==> config.mk <==
export PLATFORM = sky130hd
export DESIGN_NAME = vector_reverser_stream
export DESIGN_NICKNAME = d
export VERILOG_FILES = /design/src/rtl/vector_reverser_stream.sv
export SDC_FILE = /design/constraint.sdc
export NUM_CORES = 1
export LEC_CHECK = 0
export CORE_ASPECT_RATIO = 0.8
export CORE_MARGIN = 5
export CORE_UTILIZATION = 30
export CTS_BUF_LIST = sky130_fd_sc_hd__clkbuf_8
export CTS_CLUSTER_SIZE = 25
export DETAILED_ROUTE_END_ITERATION = 8
export GPL_TIMING_DRIVEN = 0
export PLACE_DENSITY = 0.49
export SETUP_SLACK_MARGIN = 0.5
export SLEW_MARGIN = 10
export SYNTH_ARGS = -nofsm -noshare
export SYNTH_HDL_FRONTEND = slang
export SYNTH_SLANG_ARGS = --single-unit
export TNS_END_PERCENT = 30
==> constraint.sdc <==
create_clock -name clk -period 1.81 [get_ports clk]
set_clock_uncertainty 0.05 [all_clocks]
set_input_delay 0.4525 -clock clk [delete_from_list [all_inputs] [get_ports clk]]
set_output_delay 0.4525 -clock clk [all_outputs]
set_load 0.01 [all_outputs]
==> src/rtl/vector_reverser_stream.sv <==
// Streaming bit/byte reorder unit: output register plus a 1-entry skid buffer.
// Optional transfer counter on xfer_cnt when VREV_STATS_EN is defined.
module vector_reverser_stream #(
   parameter int WIDTH = 32
) (
   input  logic             clk,
   input  logic             rst_n,
   input  logic             in_valid,
   output logic             in_ready,
   input  logic [WIDTH-1:0] in_data,
   input  logic [1:0]       in_mode,
   output logic             out_valid,
   input  logic             out_ready,
   output logic [WIDTH-1:0] out_data,
   output logic [1:0]       out_mode
`ifdef VREV_STATS_EN
   ,
   output logic [15:0]      xfer_cnt
`endif
);

   localparam int NBYTES = WIDTH / 8;

   typedef enum logic [1:0] {
      EMPTY = 2'd0,
      ONE   = 2'd1,
      FULL  = 2'd2
   } state_t;

   function automatic logic [WIDTH-1:0] transform(input logic [WIDTH-1:0] d,
                                                   input logic [1:0]       m);
      logic [WIDTH-1:0] r;
      r = d;
      case (m)
         2'b01: begin
            for (int i = 0; i < WIDTH; i++) r[i] = d[WIDTH-1-i];
         end
         2'b10: begin
            for (int k = 0; k < NBYTES; k++) r[8*k +: 8] = d[8*(NBYTES-1-k) +: 8];
         end
         2'b11: begin
            for (int k = 0; k < NBYTES; k++)
               for (int j = 0; j < 8; j++) r[8*k+j] = d[8*k+7-j];
         end
         default: r = d;
      endcase
      return r;
   endfunction

   state_t           state_q, state_d;
   logic             out_valid_q, out_valid_d;
   logic [WIDTH-1:0] out_data_q, out_data_d;
   logic [1:0]       out_mode_q, out_mode_d;
   logic             skd_valid_q, skd_valid_d;
   logic [WIDTH-1:0] skd_data_q, skd_data_d;
   logic [1:0]       skd_mode_q, skd_mode_d;
   logic             in_ready_q, in_ready_d;
   logic             accept, drain;
   logic [WIDTH-1:0] in_xform;

   assign accept   = in_valid && in_ready_q;
   assign drain    = out_valid_q && out_ready;
   assign in_xform = transform(in_data, in_mode);

   always_comb begin
      state_d     = state_q;
      out_data_d  = out_data_q;
      out_mode_d  = out_mode_q;
      skd_valid_d = skd_valid_q;
      skd_data_d  = skd_data_q;
      skd_mode_d  = skd_mode_q;
      case (state_q)
         EMPTY: begin
            if (accept) begin
               out_data_d = in_xform;
               out_mode_d = in_mode;
               state_d    = ONE;
            end
         end
         ONE: begin
            if (accept && drain) begin
               out_data_d = in_xform;
               out_mode_d = in_mode;
            end else if (accept) begin
               skd_data_d  = in_xform;
               skd_mode_d  = in_mode;
               skd_valid_d = 1'b1;
               state_d     = FULL;
            end else if (drain) begin
               state_d = EMPTY;
            end
         end
         FULL: begin
            // in_ready is low here, so the only possible move is a drain
            if (drain) begin
               out_data_d  = skd_data_q;
               out_mode_d  = skd_mode_q;
               skd_valid_d = 1'b0;
               state_d     = ONE;
            end
         end
         default: begin
            state_d     = EMPTY;
            skd_valid_d = 1'b0;
         end
      endcase
      out_valid_d = (state_d != EMPTY);
      in_ready_d  = !skd_valid_d;
   end

   always_ff @(posedge clk or negedge rst_n) begin
      if (!rst_n) begin
         state_q     <= EMPTY;
         out_valid_q <= 1'b0;
         out_data_q  <= '0;
         out_mode_q  <= 2'b00;
         skd_valid_q <= 1'b0;
         skd_data_q  <= '0;
         skd_mode_q  <= 2'b00;
         in_ready_q  <= 1'b1;
      end else begin
         state_q     <= state_d;
         out_valid_q <= out_valid_d;
         out_data_q  <= out_data_d;
         out_mode_q  <= out_mode_d;
         skd_valid_q <= skd_valid_d;
         skd_data_q  <= skd_data_d;
         skd_mode_q  <= skd_mode_d;
         in_ready_q  <= in_ready_d;
      end
   end

   assign in_ready  = in_ready_q;
   assign out_valid = out_valid_q;
   assign out_data  = out_data_q;
   assign out_mode  = out_mode_q;

`ifdef VREV_STATS_EN
   logic [15:0] xfer_cnt_q, xfer_cnt_d;

   always_comb begin
      xfer_cnt_d = xfer_cnt_q;
      if (drain) xfer_cnt_d = xfer_cnt_q + 16'd1;
   end

   always_ff @(posedge clk or negedge rst_n) begin
      if (!rst_n) xfer_cnt_q <= 16'd0;
      else        xfer_cnt_q <= xfer_cnt_d;
   end

   assign xfer_cnt = xfer_cnt_q;
`endif

endmodule
Fig. 1: run 1, metal 4
(3 px per um) Supply wires on this layer in grey.
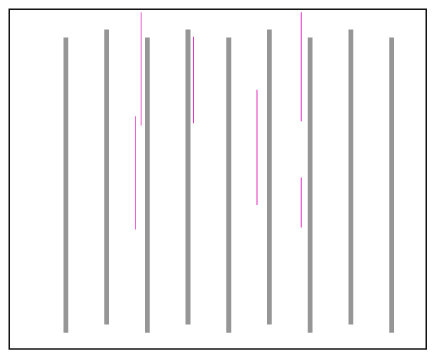
The layer carries 194 um of wire. 5 nets have wire on it. The longest straight run is 38.1 um.
WL final: 11.7 mm
routed vias: 3082

Fig. 2: run 1, routing congestion
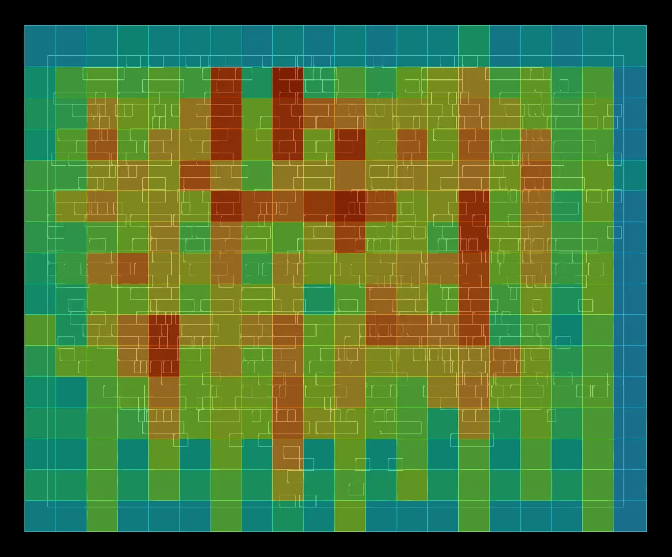
Wirelength per Cell: 19.2 um
routing usage on met2: 0.225
met1 usage: 0.223

Fig. 3: run 1, routed metal, one colour a layer
(3 px per um) Two of the layers only.
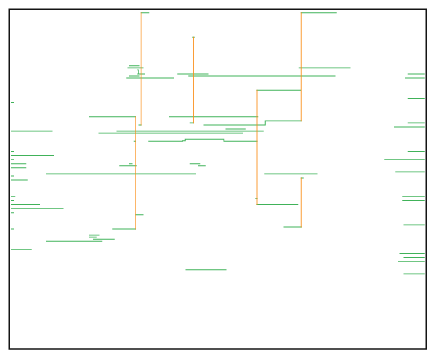
Key: metal 4 = orange [wire length 194 um]; metal 3 = green [wire length 704 um]
gr usage total: 0.151

Fig. 4: run 1, M1 wires
(4 px per um) Supply wires on this layer in grey.
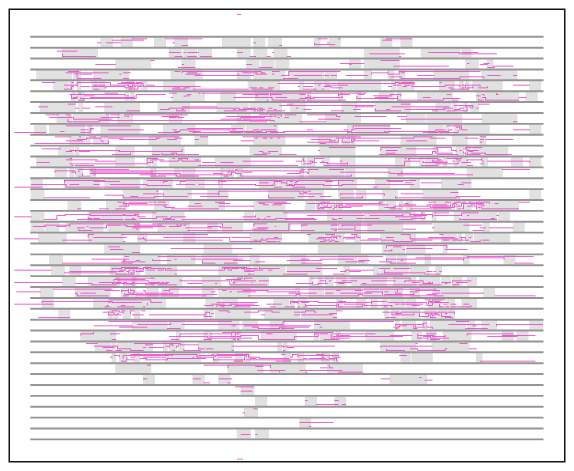
The longest straight run is 66.7 um. The wires run mostly horizontal. The layer holds 47% of the routed length.

==> impl_metrics.ini, run 1 <==
; implementation run metrics
[die]
tap_cells = 175
chip_area_sq_um = 15600
initCoreUtil = 0.307
fp.dieW_um = 138
pin_count = 74
rows = 37
fp.dieH_um = 113

[status]
status = finished clean

[min_path]
hp-class = reg -> reg

[synth]
ys_warn_count = 0
ys_chip_area_sq_um = 3960
synth_nets = 363
syn_area_sq_um = 3960
synth.avg_cell_area_sq_um = 12.2
ys_seq_frac = 0.461

[final_layout]
diodes = 0
buffers_excl_clock = 123
comb_cells = 223
logic_area_sq_um = 2040
seqCellArea_sq_um = 1830
num-nonclk-inverters = 0
final_cell_mix = nand2_1, dfrtp_1, nor3_1, dlygate4sd2_1
final_nets = 468
sh_seq_area = 0.330
drive_gt1_frac = 0.356

[grt]
antenna_found_initial = 0
grt.overflow.total = 0
busiest_layer = met2

[sta]
setup_tns_ns = 0
fmaxAchievable_mhz = 619
slew_headroom = 0.727
whs_ns = 0.384
postLayoutSetupSlackWorst_ns = 0.195
setup_violations = 0
hold_viol_final = 0

[route]
drc = 0
wl_met3_um = 704
wl_met2_mm = 5.29
drtAntennaViolNets = 0
wl_met1_mm = 5.51
drtPass1Iterations = 4
top_layer_used = met4

[clocking]
path_clk_slew_ns = 0.08
htree_levels = 3
cts-resized-gates = 82
cts_num_sinks = 73
cts_buffers = 9
cts_setup_buffers = 11
cts-root-buf = clkbuf_8

[setup_path]
path_cells = clkdlybuf4s50_1, mux4_1, mux2_2
required_ns = 2.00
cp-end-kind = flip-flop
slowest_delay_ns = 0.59
worstSetupStartpointType = input pin

[flow_run]
warning_count = 29

[placement]
portBuffers = 71
routabilityCongestion = 0.812
dp.final_hpwl_mm = 8.01

[power_and_ir_drop]
powerDensity_nw_per_um2 = 1550
power_mw = 8.61
[run 1: Yosys cell counts (all sizes together)]
cell     count  area (sq um)
mux2        34           383
o21ai        2          13.8
o21a         1          7.51
a21oi        1          16.3
nand3b       1          20.0
nor2         2          7.51
nor2b        1          6.26
a21boi       1          7.51
dfstp        1          26.3
a21bo        1          10.0
nand3        2          10.0
a21o         1          7.51
mux4        32           732
buf         24           218
nand2b       1          6.26
a31oi       34           213
nand2       73           274
clkbuf       6          22.5
dfrtp       72          1800
o2111ai      1          8.76
nor3        34           170
[run 1: worst max-delay path, delay by kind of cell]
family,cells,cell delay [ns]
buf+inv,1,0.49
mux,2,0.87
[run 1: registers in the layout, summed over array words and instances (netlist names)]
name,cells
out_valid,1
in_ready,1
out_mode,2
out_data,32
skd_valid_q,1
state_q,2
skd_data_q,32
skd_mode_q,2
[run 1: power breakdown]
| part | switching, mW | leakage, nW | internal, mW |
|---|---|---|---|
| logic | 2.03 | 1.31 | 2.13 |
| registers | 0.458 | 0.840 | 2.48 |
| clock network | 0.656 | 0.120 | 0.862 |
[run 1: path summary, 6_finish.rpt]
| path | cells past startpoint | to | start | slack (ns) |
|---|---|---|---|---|
| worst max-delay path | 3 | skd_data_q[1] | in_data[30] | 0.20 |
| worst min-delay path | 1 | in_ready | skd_valid_q | 0.38 |
| worst max register to register | 6 | skd_data_q[20] | in_ready | 0.20 |
| worst min register to register | 1 | in_ready | skd_valid_q | 0.38 |
| max in group asynchronous | 3 | skd_mode_q[1] | rst_n | 0.70 |
| min in group asynchronous | 2 | out_data[11] | rst_n | 0.44 |
[run 1: logic make-up after synthesis]
kind of cell    synth area share
simple gates               0.125
flops                      0.461
mux                        0.281
compound gates            0.0717
buf+inv                   0.0606
==> run 2: changes to the inputs <==
- CTS_BUF_LIST: sky130_fd_sc_hd__clkbuf_8 -> sky130_fd_sc_hd__clkbuf_16
Fig. 5: run 2, register map, names as in the netlist
(3 px per um) Other sequential cells in the stronger grey, the rest of the logic in the fainter grey.
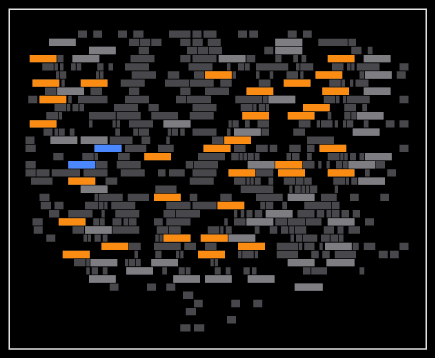
Key: skd_data_q = orange [sequential cells 32]; skd_mode_q = blue [sequential cells 2]
Another 39 sequential cells are not coloured.
Flop area: 1830 sq um
total sequential power: 2.95 mW

==> impl_metrics.ini, run 2 <==
; implementation run metrics
[final_layout]
final_nets = 469
diodes = 0
logic_area_sq_um = 2020
drive_gt1_frac = 0.351

[die]
chip_area_sq_um = 15600
pin_count = 74
fp.dieH_um = 113
rows = 37
initCoreUtil = 0.307
fp.dieW_um = 138

[power_and_ir_drop]
powerDensity_nw_per_um2 = 1600
pwr-share-seq = 0.327
switching_share = 0.353
p_comb_frac = 0.459
p_switching_mw = 3.18
clkPwrFrac = 0.214
p_int_mw = 5.83

[synth]
area_leaders = dfrtp_1, mux4_2, mux2_2
synth.avg_cell_area_sq_um = 12.2
ys_warn_count = 0
yosys_cells = 325
synth_nets = 363
ys_seq_frac = 0.461
largest_area_cell = dfrtp_1
edf_count = 0
common_cells = nand2_1, dfrtp_1, a31oi_1, nor3_1, mux2_2
ys_async_sr_fraction = 1.00
syn_area_sq_um = 3960
top_cell = nand2_1
ys.flop_type = dfrtp_1
ys_chip_area_sq_um = 3960
synth.top_cell.area_share = 0.455

[placement]
portBuffers = 71
routabilityCongestion = 0.812
dp.final_hpwl_mm = 8.01

[min_path]
hp-class = reg -> reg
hold_start = skd_valid_q
hold_depth = 1
whs_endpoint = in_ready

[route]
wire_per_inst_um = 19.0
wl_mm = 11.6
vias = 3102
drt_iter0_drc = 196
drtPass1Iterations = 5
drtAntennaViolNets = 0
drc = 0

[setup_path]
ff2ff_setup_slack_ns = 0.19
timing.rr.start = in_ready
ff2ff_path_depth = 6
reg2reg_to = skd_data_q[20]
worstSetupStartpointType = flip-flop
cp-end-kind = flip-flop
required_ns = 1.98

[sta]
hold_viol_final = 0
setup_violations = 0
postLayoutSetupSlackWorst_ns = 0.186
fmaxAchievable_mhz = 616
whs_ns = 0.380
slew_headroom = 0.722
slew_violations = 0

[clocking]
cts_buffers = 9
clkLatencyLatePin_ns = 0.34
cts-resized-gates = 79
cts_num_sinks = 73
htree_levels = 3
cts-root-buf = clkbuf_16
path_clk_slew_ns = 0.06
cts_setup_buffers = 10

[status]
status = finished clean

[flow_run]
warning_count = 29

[grt]
track_usage = 0.151
antenna_found_initial = 0
grt.overflow.total = 0
-- run 2: area by class of cell --
class,count,area share
repair buffers,94,0.160
clock buffers,9,0.0400
flip-flops and latches,73,0.325
well taps,175,0.0389
plain buffers,30,0.0620
clock inverters,7,0.0167
multi-input cells,223,0.358
-- run 2: cells by family (layout without fill, tap and decap cells) --
family,after synthesis,in the layout,share of synthesized area
flip-flops,73,73,0.461
AND-OR/OR-AND,42,43,0.0717
buffers and inverters,30,140,0.0606
multiplexers,66,66,0.281
AND/OR/NAND/NOR,114,114,0.125
-- run 2: power groups by stage --
stage | clock network [mW] | registers [mW] | logic, mW
floorplan | 0 | 3.06 | 2.02
global placement | 0 | 2.94 | 3.66
detailed placement | 0 | 2.97 | 3.69
CTS | 1.95 | 2.95 | 3.90
global route | 2.05 | 3.06 | 4.50
finish | 1.93 | 2.95 | 4.14
-- run 2: worst max-delay path by stage --
stage / start / to / cells past startpoint
floorplan: in_mode[0] / skd_data_q[10] / 4
global placement: rst_n / out_data[17] / 1
detailed placement: in_valid / out_data[31] / 6
CTS: in_ready / skd_data_q[20] / 6
global route: in_ready / skd_data_q[20] / 6
finish: in_ready / skd_data_q[20] / 6
-- run 2: per-stage QoR --
stage	std cells	TNS (ns)
6_report	611	0
5_1_grt	611	0
4_1_cts	604	0
3_5_place_dp	572	-22.00
3_3_place_gp	571	-200.24
2_1_floorplan	325	0
-- run 2: worst max-delay path, cell delays in order (launching register included) --
cell and delay [ns]:
dfstp_2 0.57, nand2_2 0.07, nor2_2 0.09, nand3_2 0.13, buf_12 0.18, buf_12 0.13
mux2_4 0.29
-- run 2: per-layer routing --
layer	vias to the layer above	global-route usage	wire (um)
met5	-	0	0
met1	1549	0.224	5630
met4	0	0.0494	199
met3	15	0.0304	596
li1	1440	-	-
met2	98	0.221	5200
No activity file was given, so power comes from the tool's default toggle rates.
